$ cat src/rtl/trim_sum_frame_if.sv
// Sample-in / result-out bundle for the trimmed-sum frame engine.
// master drives samples and consumes results; slave is the engine.
interface trim_sum_frame_if #(
  parameter int DW        = 8,
  parameter int FRAME_LEN = 16
);
  localparam int SW = DW + $clog2(FRAME_LEN);

  logic [DW-1:0] in_data;
  logic          in_vld;
  logic          in_rdy;
  logic          flush;
  logic [SW-1:0] out_sum;
  logic [DW-1:0] out_max;
  logic [DW-1:0] out_min;
  logic          out_vld;
  logic          out_rdy;

  modport master (
    output in_data,
    output in_vld,
    input  in_rdy,
    output flush,
    input  out_sum,
    input  out_max,
    input  out_min,
    input  out_vld,
    output out_rdy
  );

  modport slave (
    input  in_data,
    input  in_vld,
    output in_rdy,
    input  flush,
    output out_sum,
    output out_max,
    output out_min,
    output out_vld,
    input  out_rdy
  );
endinterface

$ cat src/rtl/trim_sum_frame.sv
// Frame trimmed-sum engine: sums FRAME_LEN samples and removes one
// max and one min; result held in an output register until consumed.
module trim_sum_frame #(
  parameter int DW        = 8,
  parameter int FRAME_LEN = 16
) (
  input logic             clk,
  input logic             rst_n,
  trim_sum_frame_if.slave bus
);
  localparam int SW = DW + $clog2(FRAME_LEN);
  localparam int CW = $clog2(FRAME_LEN);
  localparam logic [CW-1:0] LAST = CW'(FRAME_LEN - 1);

  logic [CW-1:0] cnt;
  logic [SW-1:0] acc;
  logic [DW-1:0] mx;
  logic [DW-1:0] mn;

  logic [SW-1:0] res_sum;
  logic [DW-1:0] res_max;
  logic [DW-1:0] res_min;
  logic          res_vld;

  logic          first;
  logic          last;
  logic          take;
  logic          done;
  logic          drain;
  logic [SW-1:0] nxt_acc;
  logic [DW-1:0] nxt_mx;
  logic [DW-1:0] nxt_mn;
  logic [SW-1:0] trim;

  // Only the completing sample stalls behind an unconsumed result.
  assign first = (cnt == '0);
  assign last  = (cnt == LAST);
  assign drain = res_vld && bus.out_rdy;
  assign bus.in_rdy = !bus.flush && !(last && res_vld && !bus.out_rdy);
  assign take  = bus.in_vld && bus.in_rdy;
  assign done  = take && last;

  // Running sum/extremes including the sample on the bus this cycle.
  always_comb begin
    nxt_acc = SW'(bus.in_data);
    nxt_mx  = bus.in_data;
    nxt_mn  = bus.in_data;
    if (!first) begin
      nxt_acc = acc + SW'(bus.in_data);
      if (mx > bus.in_data) nxt_mx = mx;
      if (mn < bus.in_data) nxt_mn = mn;
    end
    trim = nxt_acc - SW'(nxt_mx) - SW'(nxt_mn);
  end

  // Frame accumulator; flush and frame end both restart from empty.
  always_ff @(posedge clk or negedge rst_n) begin
    if (!rst_n) begin
      cnt <= '0;
      acc <= '0;
      mx  <= '0;
      mn  <= '0;
    end else if (bus.flush || done) begin
      cnt <= '0;
      acc <= '0;
      mx  <= '0;
      mn  <= '0;
    end else if (take) begin
      cnt <= cnt + CW'(1);
      acc <= nxt_acc;
      mx  <= nxt_mx;
      mn  <= nxt_mn;
    end
  end

  // Result register: reload on completion, else drop valid once taken.
  always_ff @(posedge clk or negedge rst_n) begin
    if (!rst_n) begin
      res_sum <= '0;
      res_max <= '0;
      res_min <= '0;
      res_vld <= 1'b0;
    end else if (done) begin
      res_sum <= trim;
      res_max <= nxt_mx;
      res_min <= nxt_mn;
      res_vld <= 1'b1;
    end else if (drain) begin
      res_vld <= 1'b0;
    end
  end

  assign bus.out_sum = res_sum;
  assign bus.out_max = res_max;
  assign bus.out_min = res_min;
  assign bus.out_vld = res_vld;
endmodule

$ cat src/flat_wrapper.sv
// flat-port wrapper written by rule: the top's interface ports become plain ports
module trim_sum_frame_flat 
#(
  parameter int DW        = 8,
  parameter int FRAME_LEN = 16
)
  (clk, rst_n, bus_in_data, bus_in_vld, bus_in_rdy, bus_flush, bus_out_sum, bus_out_max, bus_out_min, bus_out_vld, bus_out_rdy);
  trim_sum_frame_if #(.DW(DW), .FRAME_LEN(FRAME_LEN)) bus_i ();
  input logic clk;
  input logic rst_n;
  input wire logic [$bits(bus_i.in_data)-1:0] bus_in_data;
  input wire logic [$bits(bus_i.in_vld)-1:0] bus_in_vld;
  output wire logic [$bits(bus_i.in_rdy)-1:0] bus_in_rdy;
  input wire logic [$bits(bus_i.flush)-1:0] bus_flush;
  output wire logic [$bits(bus_i.out_sum)-1:0] bus_out_sum;
  output wire logic [$bits(bus_i.out_max)-1:0] bus_out_max;
  output wire logic [$bits(bus_i.out_min)-1:0] bus_out_min;
  output wire logic [$bits(bus_i.out_vld)-1:0] bus_out_vld;
  input wire logic [$bits(bus_i.out_rdy)-1:0] bus_out_rdy;
  assign bus_i.in_data = bus_in_data;
  assign bus_i.in_vld = bus_in_vld;
  assign bus_in_rdy = bus_i.in_rdy;
  assign bus_i.flush = bus_flush;
  assign bus_out_sum = bus_i.out_sum;
  assign bus_out_max = bus_i.out_max;
  assign bus_out_min = bus_i.out_min;
  assign bus_out_vld = bus_i.out_vld;
  assign bus_i.out_rdy = bus_out_rdy;
  trim_sum_frame #(.DW(DW), .FRAME_LEN(FRAME_LEN)) u_core (.clk(clk), .rst_n(rst_n), .bus(bus_i));
endmodule
$ cat config.mk
export PLATFORM = sky130hd
export DESIGN_NAME = trim_sum_frame_flat
export DESIGN_NICKNAME = d
export VERILOG_FILES = /design/src/rtl/trim_sum_frame_if.sv /design/src/rtl/trim_sum_frame.sv /design/src/flat_wrapper.sv
export SDC_FILE = /design/constraint.sdc
export NUM_CORES = 1
export LEC_CHECK = 0
export CAP_MARGIN = 15
export CORE_MARGIN = 8
export CORE_UTILIZATION = 40
export DETAILED_ROUTE_END_ITERATION = 10
export SYNTH_ARGS = -nofsm -noshare
export SYNTH_HDL_FRONTEND = slang
export SYNTH_SLANG_ARGS = --single-unit
export TNS_END_PERCENT = 100
$ cat constraint.sdc
create_clock -name clk -period 5.81 [get_ports clk]
set_input_delay 0.581 -clock clk [delete_from_list [all_inputs] [get_ports clk]]
set_output_delay 0.581 -clock clk [all_outputs]
set_load 0.005 [all_outputs]
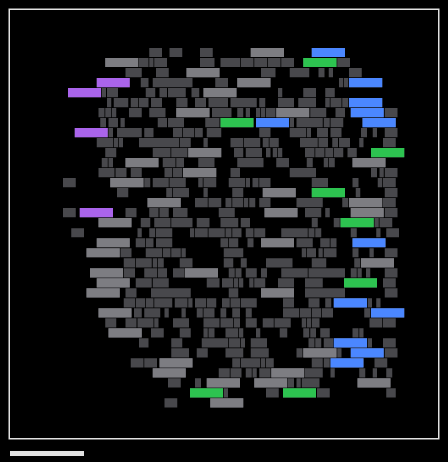
Figure 1: run 1, where the registers sit.
Bar = 20 µm. Other sequential cells in the stronger grey, the rest of the logic in the fainter grey.
u_core.bus.out_min -> green  # flops 8
u_core.bus.out_sum -> blue  # flops 12
u_core.cnt -> purple  # flops 4, where upper left
not coloured = 37

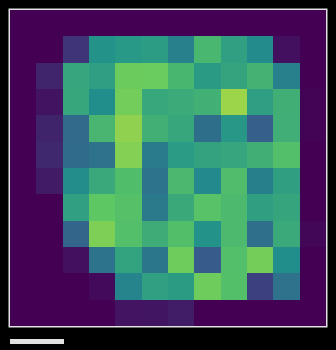
Figure 2: run 1, cell density map.
Bar = 20 µm. The die is cut into 12 by 12 equal tiles; dark purple is low, yellow is high, 0 to 100% covered.
emptiest ninth of the die = lower left
tiles over 75% full = 6.9%
densest ninth of the die = centre
nearly empty tiles = 33%
mean over tiles = 35%
fullest tile = 85%

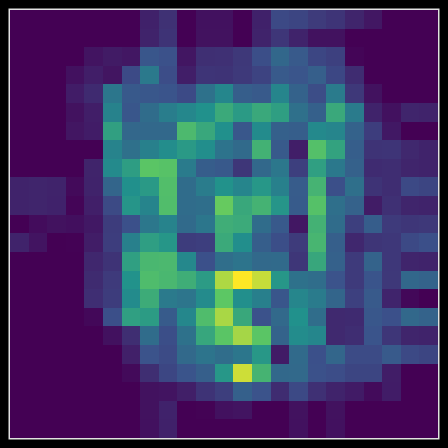
Figure 3: run 1, wire density map.
The die is cut into 23 by 23 equal tiles; dark purple is low, yellow is high, scaled to the fullest tile. Values are wire area over tile area, all layers added.
tiles over half the peak = 12%
mean over tiles = 0.11
emptiest ninth of the die = lower left

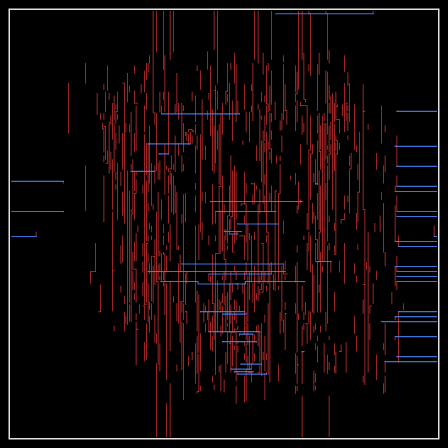
Figure 4: run 1, metal layers overlaid.
Two of the layers only.
met2 -> red  # wire length 4560 µm
met3 -> blue  # wire length 571 µm

==> CHANGELOG.md, run 1 <==
### Physical design

* Fillcell total at 932
* Final std cells w/o fill at 566
* YS chip area at 4021 µm²
* Cells resized by post-CTS repair at 0
* Area leader share at 37.96%
* Antenna Nets Post-Route at 0
* Number of ports placed on the die boundary at 43
* Area occupied by multi-input gates at between 2000 and 2500 µm²
* Floorplan Utilization at 41.14%
* Syn Inst Count at approximately 380
* Remaining max-slew budget at the tightest pin at 45.79%
* Met1 layer wirelength in the final routing at roughly 4600 µm
* Antenna diode instance count at 0
* Clock Power Share at 31.8%
* Area of the die at around 14000 µm²
* Number of logged tool warnings at 27
* Area after detailed placement at 4567 µm²
* Share of total power in combinational logic at 39.7%
* Fraction of layout cells with a size suffix above 1 at 11.78%
* Main synth FF type: sky130_fd_sc_hd__dfrtp_1
* Biggest cell delay along the critical path at between 0.5 and 0.6 ns
* Most common library cells after synthesis: 61 x sky130_fd_sc_hd__dfrtp_1, 38 x sky130_fd_sc_hd__nand2_1, 34 x sky130_fd_sc_hd__ha_1
* Worst Setup Path Type: in -> reg
* Number of buffers inserted to repair setup after CTS at 0
* WL/cell at 17.34 µm
* Die Width at 116.3 µm
* Power consumed by the clock network at 0.517 mW
* Average footprint of a synthesized cell at 10.55 µm²
* Grt met3 use at 3.154%
* Overall overflow remaining after global route at 0
* Hold_buf cts at 0
* Highest ir drop seen on vdd at 0.0001358 V
* Data required, critical path at 6.01 ns
* Top sig layer: met4
* Kind of start point of the critical path: input port
* Clock Sink Count at 61
* Row Count at 36
* Cell chosen for the clock root: sky130_fd_sc_hd__clkbuf_8
* Critical R2R Capture: u_core.bus.out_sum[10]
* CTS tree: built
* Final core utilization at ~50%
* Hold crit path type: in -> async
* Number of buffer and inverter stages on the critical path at 1
* Number of slew-limit violations in the final report at 0
* Layout overhead on the synthesized area at 20.32%
* Initial antenna violation count at 0
* Worst endpoint data arrival time at between 5 and 6 ns
* Count of cell instances traversed by the critical path at 17
* Synthesized Nets at between 400 and 500
* Minimum setup slack among reg-to-reg paths at between 0.9 and 1 ns
* Max Cap Viol at 0
* Sequential fraction of design power at 28.5%
* Busiest layer in global routing: met2
* Metal2 WL at 4554 µm
* Tally of buffers added on design ports at 42
* Routed wire length at 9815 µm
* Post-detailed-placement half-perimeter wirelength at 7554 µm
* Yosys top cell by area: sky130_fd_sc_hd__dfrtp_1
* Worst setup path end: u_core.bus.out_sum[11]
* Mean number of vias per cell at 5.383
* Setup Total Neg Slack at 0 ns
* Vias in the first global route at 3188
* Number of warnings reported in the yosys synthesis log at 0
* Count of different cell masters after synthesis at 62
* Power dissipated by switching net loads at 0.5591 mW
* Maximum buffer depth of the clock tree at 2
* Chip Height at 116.3 µm
* Share of flip-flops with an asynchronous set or reset at 100.0%
* Pre-CTS worst setup slack at 0.4542 ns
* Level count of the clock H-tree at 3
* Total internal power at 1.065 mW
* Top fanout value on the critical path at 8
* Beginning of the worst register-to-register path: u_core.cnt[0]
* Register area share after synthesis at roughly 38%
* Total power draw at 1.624 mW
* Leakage power figure at 2.233 nW
* Count of final hold-check violations at 0
* Core box area at slightly below 10000 µm²
* Total cells reported by yosys after synthesis at 381
* Unrepaired setup endpoints after global routing: false
* Fraction of power spent switching nets at 34.43%
* Logic depth of the worst register-to-register path at 17
* Largest power group: combinational logic
* Sequential logic power at 0.463 mW
* Combinational logic power at 0.645 mW
* Clock period minus final worst setup slack at 5.008 ns
* Post-layout period usage of the worst path at 86.20%
* Fin area at around 4800 µm²
* Total instance count after detailed placement at around 550
* Number of nets at the end of the flow at 484
* Status: finished, final reports clean
* Kind of cell adding the most delay to the critical path: AND-OR/OR-AND gates
* Violation tally from detailed-route iteration zero at 160
* Number of buffers created by CTS at 9
* Area occupied by registers at between 1500 and 2000 µm²
* Worst clock skew at between 0.008 and 0.009 ns
* Final hold slack at 0.3934 ns
* Wire length of the first global-routing pass at 16510 µm
* GR Util All Layers at 15.93%
* Most used standard cell by instance count after synthesis: sky130_fd_sc_hd__dfrtp_1
* Max frequency at approximately 0.2 GHz
* GP Congestion at 0.8980
* Total DRC errors in the routed layout at 0
* Post-Synthesis Cell Area at 4021 µm²
* Actual transition at the worst max-transition pin at around 0.81 ns
* Final count of negative-setup-slack endpoints at 0
* Top cells by area: sky130_fd_sc_hd__dfrtp_1 38%, sky130_fd_sc_hd__ha_1 11%, sky130_fd_sc_hd__a22o_1 5.9%, sky130_fd_sc_hd__fa_1 4.5%, sky130_fd_sc_hd__nand2_1 3.5%
* Routed wl met3 at 571 µm
* Crit-path cells: clkdlybuf4s50_1 > ha_1 > fa_1 > a211oi_1 > o21bai_1 > a21oi_1 > xor2_1 > a21oi_1 > fa_1 > ha_1 > a21o_1 > or4_4 > o32ai_4 > o21ai_2 > a211oi_2 > xor2_1 > o21ai_1
* Clock insertion delay at the later pin of the skew report at 0.35 ns
* Setup ws final at 0.8016 ns
* Pin count of the biggest net entering global routing at 62
* Flip-flops with a built-in enable at 0
-- run 1: logic make-up (layout without fill, tap and decap cells) --
group	count (synthesis)	count (layout)	synth area share (%)
simple gates	90	90	11.48
fa+ha+maj	43	43	15.06
compound gates	122	122	22.25
buf+inv	27	79	3.422
flops	61	61	37.96
mux	24	24	6.783
xor+xnor	14	14	3.049
-- run 1: layout make-up --
type	instances	share of cell area [%]
multi-input cells	293	48.72
flip-flops and latches	61	31.55
repair buffers	48	9.516
clock inverters	6	2.767
well taps	133	3.439
inverters	15	1.164
clock buffers	10	2.845
-- run 1: cell usage in the layout (no fill, tap or decap), types with 3 or more instances in the layout --
master	instances
sky130_fd_sc_hd__dfrtp_1	61
sky130_fd_sc_hd__clkdlybuf4s50_1	41
sky130_fd_sc_hd__nand2_1	38
sky130_fd_sc_hd__ha_1	34
sky130_fd_sc_hd__a22o_1	27
sky130_fd_sc_hd__o21ai_1	23
sky130_fd_sc_hd__a21oi_1	18
sky130_fd_sc_hd__nor2_1	16
sky130_fd_sc_hd__inv_1	15
sky130_fd_sc_hd__mux2i_1	14
sky130_fd_sc_hd__a21o_1	11
sky130_fd_sc_hd__o21ai_0	10
sky130_fd_sc_hd__clkbuf_8	10
sky130_fd_sc_hd__fa_1	9
sky130_fd_sc_hd__a211oi_1	7
sky130_fd_sc_hd__xor2_1	7
sky130_fd_sc_hd__xnor2_1	7
sky130_fd_sc_hd__buf_4	6
sky130_fd_sc_hd__nand3_1	4
sky130_fd_sc_hd__o21a_1	4
sky130_fd_sc_hd__mux2_2	4
sky130_fd_sc_hd__mux2_4	4
sky130_fd_sc_hd__bufinv_16	4
sky130_fd_sc_hd__nand2b_1	3
sky130_fd_sc_hd__nor2b_1	3
sky130_fd_sc_hd__nand4_1	3
sky130_fd_sc_hd__o31ai_1	3
Figure 5. Clock nets (run 1).
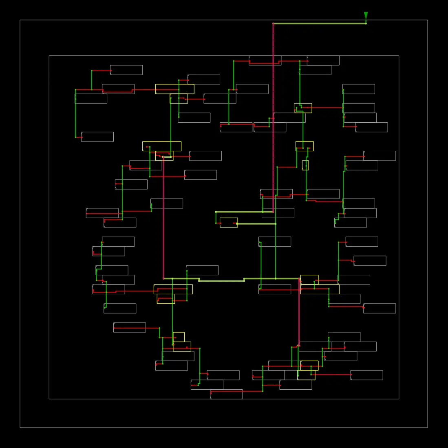

==> run 2: changes to the inputs <==
--- a/config.mk
+++ b/config.mk
@@ -6,9 +6,9 @@
 export NUM_CORES = 1
 export LEC_CHECK = 0
 export CAP_MARGIN = 15
-export CORE_MARGIN = 8
 export CORE_UTILIZATION = 40
 export DETAILED_ROUTE_END_ITERATION = 10
+export HOLD_SLACK_MARGIN = 0.03
 export SYNTH_ARGS = -nofsm -noshare
 export SYNTH_HDL_FRONTEND = slang
 export SYNTH_SLANG_ARGS = --single-unit
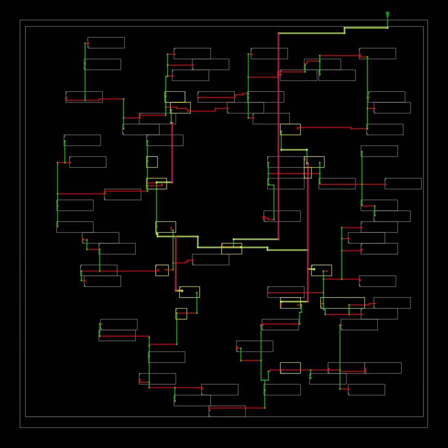
Figure 6: run 2, clock nets.
clk_buf instances: 11
Clock Sink Count: 61
clock insertion delay at the later pin of the skew report: 0.34 ns

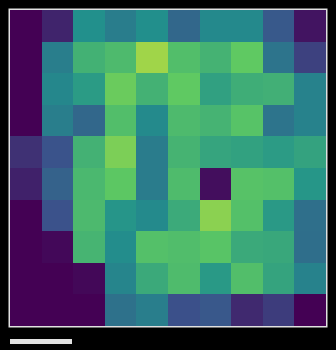
Figure 7: run 2, cell density map.
Bar = 20 µm. The die is cut into 10 by 10 equal tiles; dark purple is low, yellow is high, 0 to 100% covered.
tiles over 75% full = 6.0%
mean over tiles = 44%
emptiest ninth of the die = lower left
fullest tile = 85%
nearly empty tiles = 12%

==> CHANGELOG.md, run 2 <==
### Physical design

* Worst clock skew at 0.01202 ns (+0.003616 ns)
* Final count of negative-setup-slack endpoints at 0 (unchanged)
* Yosys simple share at 11.48% (unchanged)
* Total DRC errors in the routed layout at 0 (unchanged)
* Level count of the clock H-tree at 3 (unchanged)
* Leakage power figure at 2.207 nW (-1.2%)
* Synth Area in Compound Gates at 22.25% (unchanged)
* GP Congestion at 0.8982 (about the same)
* PwrDens at 317.2 nW/µm²
* Most used standard cell by instance count after synthesis: sky130_fd_sc_hd__dfrtp_1
* Hold crit path type: in -> async
* Layout overhead on the synthesized area at 19.17%
* Synth Register Bits at 61
* Data required, critical path at 6.01 ns (about the same)
* Hold_buf cts at 0 (unchanged)
* Critical R2R Capture: u_core.bus.out_sum[10]
* Register area share after synthesis at 37.96% (unchanged)
* Unrepaired setup endpoints after global routing: false
* Most common library cells after synthesis: 61 x sky130_fd_sc_hd__dfrtp_1, 38 x sky130_fd_sc_hd__nand2_1, 34 x sky130_fd_sc_hd__ha_1
* Kind of end point of the critical path: register
* YS chip area at 4021 µm² (unchanged)
* Count of different cell masters after synthesis at 62 (unchanged)
* Top cells by area: sky130_fd_sc_hd__dfrtp_1 38%, sky130_fd_sc_hd__ha_1 11%, sky130_fd_sc_hd__a22o_1 5.9%, sky130_fd_sc_hd__fa_1 4.5%, sky130_fd_sc_hd__nand2_1 3.5%
* Number of ports placed on the die boundary at 43 (unchanged)
* Actual transition at the worst max-transition pin at 0.8128 ns (+0.002573 ns)
* Die Width at 102.3 µm (-12%)
* Pin count of the biggest net entering global routing at 62 (unchanged)
* Antenna diode instance count at 0 (unchanged)
* Post-layout period usage of the worst path at 86.49% (+0.29 points)
* Highest ir drop seen on vdd at 0.0001484 V (+9.3%)
* Kind of start point of the critical path: input port
* Row Count at 36 (unchanged)
* XOR Share, Synth at 3.049% (unchanged)
* Fraction of layout cells with a size suffix above 1 at 12.18% (+0.41 points)
* CTS tree: built
* Number of warnings reported in the yosys synthesis log at 0 (unchanged)
* Overall overflow remaining after global route at 0 (unchanged)
* Setup Total Neg Slack at 0 ns (unchanged)
* Biggest cell delay along the critical path at 0.55 ns (about the same)
* Share of flip-flops with an asynchronous set or reset at 100.0% (unchanged)
* Beginning of the worst register-to-register path: u_core.cnt[0]
* Adder-cell share of the synthesized area at 15.06% (unchanged)
* Syn Inst Count at 381 (unchanged)
* Number of buffers created by CTS at 9 (unchanged)
* Wire length of the first global-routing pass at 15840 µm (-4.1%)
* Cells resized by post-CTS repair at 0 (unchanged)
* Top fanout value on the critical path at 8 (unchanged)
* Number of buffer and inverter stages on the critical path at 1 (unchanged)
* Max Cap Viol at 0 (unchanged)
* Synthesized Nets at 437 (unchanged)
* Total cells reported by yosys after synthesis at 381 (unchanged)
* Crit-path cells: clkdlybuf4s50_1 > ha_1 > fa_1 > a211oi_1 > o21bai_1 > a21oi_1 > xor2_1 > a21oi_1 > fa_1 > ha_1 > a21o_1 > or4_4 > o32ai_4 > o21ai_2 > a211oi_2 > xor2_1 > o21ai_1
* Multiplexer area fraction after synthesis at 6.783% (unchanged)
* Dominant kind of combinational cell: AND-OR/OR-AND gates
* Worst Setup Path Type: in -> reg
* CTS clock-pin slew for the worst setup and hold paths at 0.08 ns
* Cell chosen for the clock root: sky130_fd_sc_hd__clkbuf_8
* Number of slew-limit violations in the final report at 0 (unchanged)
* Pre-Repair DR Iteration Count at 4
* Status: finished, final reports clean
* Logic depth of the worst register-to-register path at 17 (unchanged)
* Post-Synthesis Cell Area at 4021 µm² (unchanged)
* Area leader share at 37.96% (unchanged)
* Max stage delay cell, worst path: sky130_fd_sc_hd__clkdlybuf4s50_1
* Final hold slack at 0.3956 ns (+0.002198 ns)
* Maximum buffer depth of the clock tree at 2 (unchanged)
* Antenna Nets Post-Route at 0 (unchanged)
* Most frequent cells in the layout: 61 x sky130_fd_sc_hd__dfrtp_1, 41 x sky130_fd_sc_hd__clkdlybuf4s50_1, 38 x sky130_fd_sc_hd__nand2_1
* Initial antenna violation count at 0 (unchanged)
* Dominant logic cell type in the layout: sky130_fd_sc_hd__dfrtp_1
* Flip-flops with a built-in enable at 0 (unchanged)
* Max frequency at 0.1990 GHz (-0.33%)
* Worst endpoint data arrival time at 5.23 ns (+0.02 ns)
* Mean number of vias per cell at 5.438 (+1.0%)
* Total via count after detailed routing at just over 3000
* Area of the die at 10460 µm² (-23%)
* Core box area at 9774 µm² (unchanged)
* Kind of cell adding the most delay to the critical path: AND-OR/OR-AND gates
* Minimum setup slack among reg-to-reg paths at 1.09 ns (+0.15 ns)
* Number of logged tool warnings at 27 (unchanged)
* Number of buffers inserted to repair setup after CTS at 0 (unchanged)
* Violation tally from detailed-route iteration zero at 119 (-26%)
* Post-detailed-placement half-perimeter wirelength at 7131 µm (-5.6%)
* Main synth FF type: sky130_fd_sc_hd__dfrtp_1
* Count of final hold-check violations at 0 (unchanged)
* Yosys top cell by area: sky130_fd_sc_hd__dfrtp_1
* Number of nets at the end of the flow at 486 (+0.41%)
* GR Util All Layers at 20.18% (+4.3 points)
* Remaining max-slew budget at the tightest pin at 45.62% (-0.17 points)
* Average footprint of a synthesized cell at 10.55 µm² (unchanged)
* Floorplan Utilization at 41.14% (unchanged)
* WL/cell at 16.60 µm (-4.3%)
* Tally of buffers added on design ports at 42 (unchanged)
* Chip Height at 102.3 µm (-12%)
* Clock period minus final worst setup slack at 5.025 ns (+0.01660 ns)
* Vias in the first global route at 3069 (-3.7%)
* Routed wire length at 9428 µm (-3.9%)
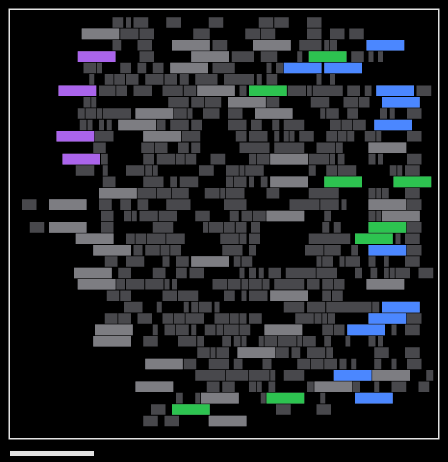
Figure 8: run 2, where the registers sit.
Bar = 20 µm. Other sequential cells in the stronger grey, the rest of the logic in the fainter grey.
u_core.bus.out_min -> green  # flops 8
u_core.bus.out_sum -> blue  # flops 12
u_core.cnt -> purple  # flops 4, where upper left

==> run 2: final cells by class <==
cell class | instances | area [µm²]
flip-flops and latches | 61 | 1526
well taps | 133 | 166.4
clock buffers | 11 | 151.4
inverters | 15 | 56.30
clock inverters | 5 | 58.81
fillers | 918 | 4982
multi-input cells | 293 | 2357
repair buffers | 50 | 475.5
==> run 2: per-layer routing <==
layer	share of wire (%)	vias to the layer above	wire length, µm	track usage [%]
li1	-	1510	-	-
met1	50	1501	4711	28.71
met2	44	62	4185	30.41
met3	3.5	16	333	3.010
met4	2.1	0	198	8.901
met5	0	-	0	0
==> run 2: worst max path at each step <==
stage / depth (start not counted) / slack, ns / from / endpoint
floorplan: 16 / 1.42 / bus_in_data[0] / u_core.bus.out_sum[11]
detailed placement: 17 / 0.46 / bus_in_data[0] / u_core.bus.out_sum[11]
CTS: 17 / 0.82 / bus_in_data[0] / u_core.bus.out_sum[11]
global route: 17 / 0.51 / bus_in_data[4] / u_core.bus.out_sum[10]
finish: 17 / 0.78 / bus_in_data[0] / u_core.bus.out_sum[11]
global placement: 17 / 0.55 / bus_in_data[0] / u_core.bus.out_sum[11]
==> run 2: metrics by stage <==
stage               util [%]  std cells  worst slack [ns]  area [µm²]  total power, mW
floorplan                  -        381             1.417        4021           0.9630
global placement       46.88        552            0.5467        4582            1.113
detailed placement     46.88        552            0.4554        4582            1.124
CTS                    49.03        568            0.8218        4792            1.531
global route           49.03        568            0.5075        4792            1.631
finish                 49.03        568            0.7850        4792            1.520
==> run 2: power by group <==
group          leakage, nW  switching (mW)  internal (mW)
logic                 1.27           0.370          0.288
registers            0.834          0.0178          0.445
clock network        0.102           0.178          0.221
total                 2.21           0.566          0.954
==> run 3: changes to the inputs <==
--- a/config.mk
+++ b/config.mk
@@ -9,6 +9,7 @@
 export CORE_UTILIZATION = 40
 export DETAILED_ROUTE_END_ITERATION = 10
 export HOLD_SLACK_MARGIN = 0.03
+export SLEW_MARGIN = 5
 export SYNTH_ARGS = -nofsm -noshare
 export SYNTH_HDL_FRONTEND = slang
 export SYNTH_SLANG_ARGS = --single-unit
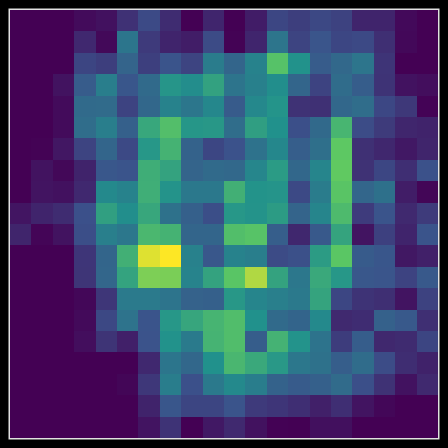
Figure 9: run 3, wire density map.
The die is cut into 20 by 20 equal tiles; dark purple is low, yellow is high, scaled to the fullest tile. Values are wire area over tile area, all layers added.
densest ninth of the die = centre
nearly empty tiles = 20%
tiles over half the peak = 16%

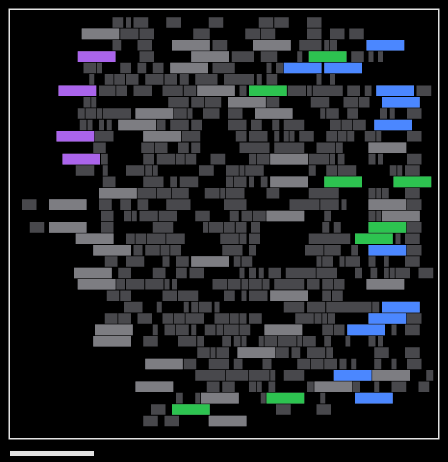
Figure 10: run 3, where the registers sit.
Bar = 20 µm. Other sequential cells in the stronger grey, the rest of the logic in the fainter grey.
u_core.cnt -> purple  # flops 4, where upper left
u_core.bus.out_sum -> blue  # flops 12
u_core.bus.out_min -> green  # flops 8
not coloured = 37

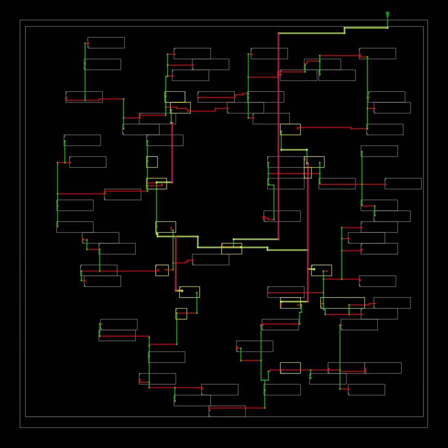
Figure 11: run 3, clock nets.
number of buffers created by CTS: 9
worst clock skew: 0.01202 ns
power consumed by the clock network: 0.399 mW
FFs & Latches: 61

==> CHANGELOG.md, run 3 <==
### Physical design

* Unrepaired setup endpoints after global routing: false
* Final std cells w/o fill at 568 (unchanged)
* Main synth FF type: sky130_fd_sc_hd__dfrtp_1
* Overall overflow remaining after global route at 0 (unchanged)
* Clock period minus final worst setup slack at 5.025 ns (unchanged)
* Routed wire length at 9428 µm (unchanged)
* Area of the die at 10460 µm² (unchanged)
* Max stage delay cell, worst path: sky130_fd_sc_hd__clkdlybuf4s50_1
* Mean number of vias per cell at 5.438 (unchanged)
* Number of ports placed on the die boundary at 43 (unchanged)
* Share of flip-flops with an asynchronous set or reset at 100.0% (unchanged)
* Total power draw at 1.520 mW (unchanged)
* Highest ir drop seen on vdd at 0.0001484 V (unchanged)
* Wire length of the first global-routing pass at 15840 µm (unchanged)
* Leakage power figure at 2.207 nW (unchanged)
* Final hold slack at 0.3956 ns (unchanged)
* CTS tree: built
* Number of slew-limit violations in the final report at 0 (unchanged)
* Violation tally from detailed-route iteration zero at 119 (unchanged)
* Post-detailed-placement half-perimeter wirelength at 7131 µm (unchanged)
* Actual transition at the worst max-transition pin at 0.8128 ns (unchanged)
* Top cells by area: sky130_fd_sc_hd__dfrtp_1 38%, sky130_fd_sc_hd__ha_1 11%, sky130_fd_sc_hd__a22o_1 5.9%, sky130_fd_sc_hd__fa_1 4.5%, sky130_fd_sc_hd__nand2_1 3.5%
* Row Count at 36 (unchanged)
* Total via count after detailed routing at 3089 (unchanged)
* Most common library cells after synthesis: 61 x sky130_fd_sc_hd__dfrtp_1, 38 x sky130_fd_sc_hd__nand2_1, 34 x sky130_fd_sc_hd__ha_1
* Number of nets at the end of the flow at 486 (unchanged)
* Fraction of layout cells with a size suffix above 1 at 12.18% (unchanged)
* Biggest cell delay along the critical path at 0.55 ns (about the same)
* Minimum setup slack among reg-to-reg paths at 1.09 ns (about the same)
* Synthesized Nets at 437 (unchanged)
* Average footprint of a synthesized cell at 10.55 µm² (unchanged)
* Number of warnings reported in the yosys synthesis log at 0 (unchanged)
* PwrDens at 317.2 nW/µm² (unchanged)
* Logic depth of the worst register-to-register path at 17 (unchanged)
* Final core utilization at 49.03% (unchanged)
* Setup ws final at 0.7850 ns (unchanged)
* Most frequent cells in the layout: 61 x sky130_fd_sc_hd__dfrtp_1, 41 x sky130_fd_sc_hd__clkdlybuf4s50_1, 38 x sky130_fd_sc_hd__nand2_1
* Area leader share at 37.96% (unchanged)
* Die Width at 102.3 µm (unchanged)
* Number of buffers inserted to repair setup after CTS at 0 (unchanged)
* Worst endpoint data arrival time at 5.23 ns (about the same)
* Maximum buffer depth of the clock tree at 2 (unchanged)
* Post-layout period usage of the worst path at 86.49% (unchanged)
* Met1 layer wirelength in the final routing at 4711 µm (unchanged)
* Top fanout value on the critical path at 8 (unchanged)
* Pre-CTS worst setup slack at 0.4554 ns (unchanged)
* Max Cap Viol at 0 (unchanged)
* Syn Inst Count at 381 (unchanged)
* Antenna diode instance count at 0 (unchanged)
* Hold_buf cts at 0 (unchanged)
* Post-Synthesis Cell Area at 4021 µm² (unchanged)
* Clock insertion delay at the later pin of the skew report at 0.34 ns (about the same)
* Metal2 WL at 4185 µm (unchanged)
* Final count of negative-setup-slack endpoints at 0 (unchanged)
* Top sig layer: met4
* Clock Sink Count at 61 (unchanged)
* Fillcell total at 918 (unchanged)
* Layout overhead on the synthesized area at 19.17% (unchanged)
* GR Util All Layers at 20.18% (unchanged)
* CTS clock-pin slew for the worst setup and hold paths at 0.08 ns (about the same)
* Area after detailed placement at 4582 µm² (unchanged)
* Routed wl met3 at 333 µm (unchanged)
* Status: finished, final reports clean
* Cell chosen for the clock root: sky130_fd_sc_hd__clkbuf_8
* Tally of buffers added on design ports at 42 (unchanged)
* Total DRC errors in the routed layout at 0 (unchanged)
* Number of buffer and inverter stages on the critical path at 1 (unchanged)
* Hold crit path type: in -> async
* Data required, critical path at 6.01 ns (about the same)
* Total cells reported by yosys after synthesis at 381 (unchanged)
* Beginning of the worst register-to-register path: u_core.cnt[0]
* Fin area at 4792 µm² (unchanged)
* Kind of cell adding the most delay to the critical path: AND-OR/OR-AND gates
* Most used standard cell by instance count after synthesis: sky130_fd_sc_hd__dfrtp_1
* Number of logged tool warnings at 27 (unchanged)
* Total instance count after detailed placement at 552 (unchanged)
* Pin count of the biggest net entering global routing at 62 (unchanged)
* YS chip area at 4021 µm² (unchanged)
* Count of final hold-check violations at 0 (unchanged)
* Level count of the clock H-tree at 3 (unchanged)
* Dominant logic cell type in the layout: sky130_fd_sc_hd__dfrtp_1
* Antenna Nets Post-Route at 0 (unchanged)
* Kind of start point of the critical path: input port
* Cells resized by post-CTS repair at 0 (unchanged)
* Initial antenna violation count at 0 (unchanged)
* Vias in the first global route at 3069 (unchanged)
* Count of different cell masters after synthesis at 62 (unchanged)
* Register area share after synthesis at 37.96% (unchanged)
* Core box area at 9774 µm² (unchanged)
* Max frequency at 0.1990 GHz (unchanged)
* Chip Height at 102.3 µm (unchanged)
* Remaining max-slew budget at the tightest pin at 45.62% (unchanged)
* Synth Register Bits at 61 (unchanged)
* WL/cell at 16.60 µm (unchanged)
* Setup Total Neg Slack at 0 ns (unchanged)
* Pre-Repair DR Iteration Count at 4 (unchanged)
* Floorplan Utilization at 41.14% (unchanged)
* Crit-path cells: clkdlybuf4s50_1 > ha_1 > fa_1 > a211oi_1 > o21bai_1 > a21oi_1 > xor2_1 > a21oi_1 > fa_1 > ha_1 > a21o_1 > or4_4 > o32ai_4 > o21ai_2 > a211oi_2 > xor2_1 > o21ai_1
* Critical R2R Capture: u_core.bus.out_sum[10]
* Flip-flops with a built-in enable at 0 (unchanged)
* Kind of end point of the critical path: register
* Worst Setup Path Type: in -> reg
* GP Congestion at 0.8982 (unchanged)
* Yosys top cell by area: sky130_fd_sc_hd__dfrtp_1
-- run 3: layer usage --
metal / vias up / global-route usage [%]
li1: 1510 / -
met1: 1501 / 28.71
met2: 62 / 30.41
met3: 16 / 3.010
met4: 0 / 8.901
met5: - / 0
-- run 3: layout make-up --
| type | count | area (µm²) | area share [%] |
|---|---|---|---|
| Multi-Input combinational cell | 293 | 2357 | 49.19 |
| Sequential cell | 61 | 1526 | 31.85 |
| Timing Repair Buffer | 50 | 475.5 | 9.922 |
| Tap cell | 133 | 166.4 | 3.473 |
| Clock buffer | 11 | 151.4 | 3.159 |
| Clock inverter | 5 | 58.81 | 1.227 |
| Inverter | 15 | 56.30 | 1.175 |
-- run 3: where the power goes --
part	switching (mW)	total, mW	internal [mW]	leakage (nW)
sequential	0.0178	0.462	0.445	0.834
clock	0.178	0.399	0.221	0.102
combinational	0.370	0.658	0.288	1.27
-- run 3: cell families after synthesis --
kind of cell	count (synthesis)	share of synthesized area [%]
multiplexers	24	6.783
buffers and inverters	27	3.422
XOR/XNOR	14	3.049
AND/OR/NAND/NOR	90	11.48
adder cells (fa/ha/maj)	43	15.06
AND-OR/OR-AND	122	22.25
flip-flops	61	37.96
-- run 3: how the worst max path moves through the flow --
stage                              start                endpoint  cells after the start
after floorplan           bus_in_data[0]  u_core.bus.out_sum[11]                     16
after global placement    bus_in_data[0]  u_core.bus.out_sum[11]                     17
after detailed placement  bus_in_data[0]  u_core.bus.out_sum[11]                     17
after CTS                 bus_in_data[0]  u_core.bus.out_sum[11]                     17
after global routing      bus_in_data[4]  u_core.bus.out_sum[10]                     17
final                     bus_in_data[0]  u_core.bus.out_sum[11]                     17
Power is estimated from default activity; no workload was simulated.
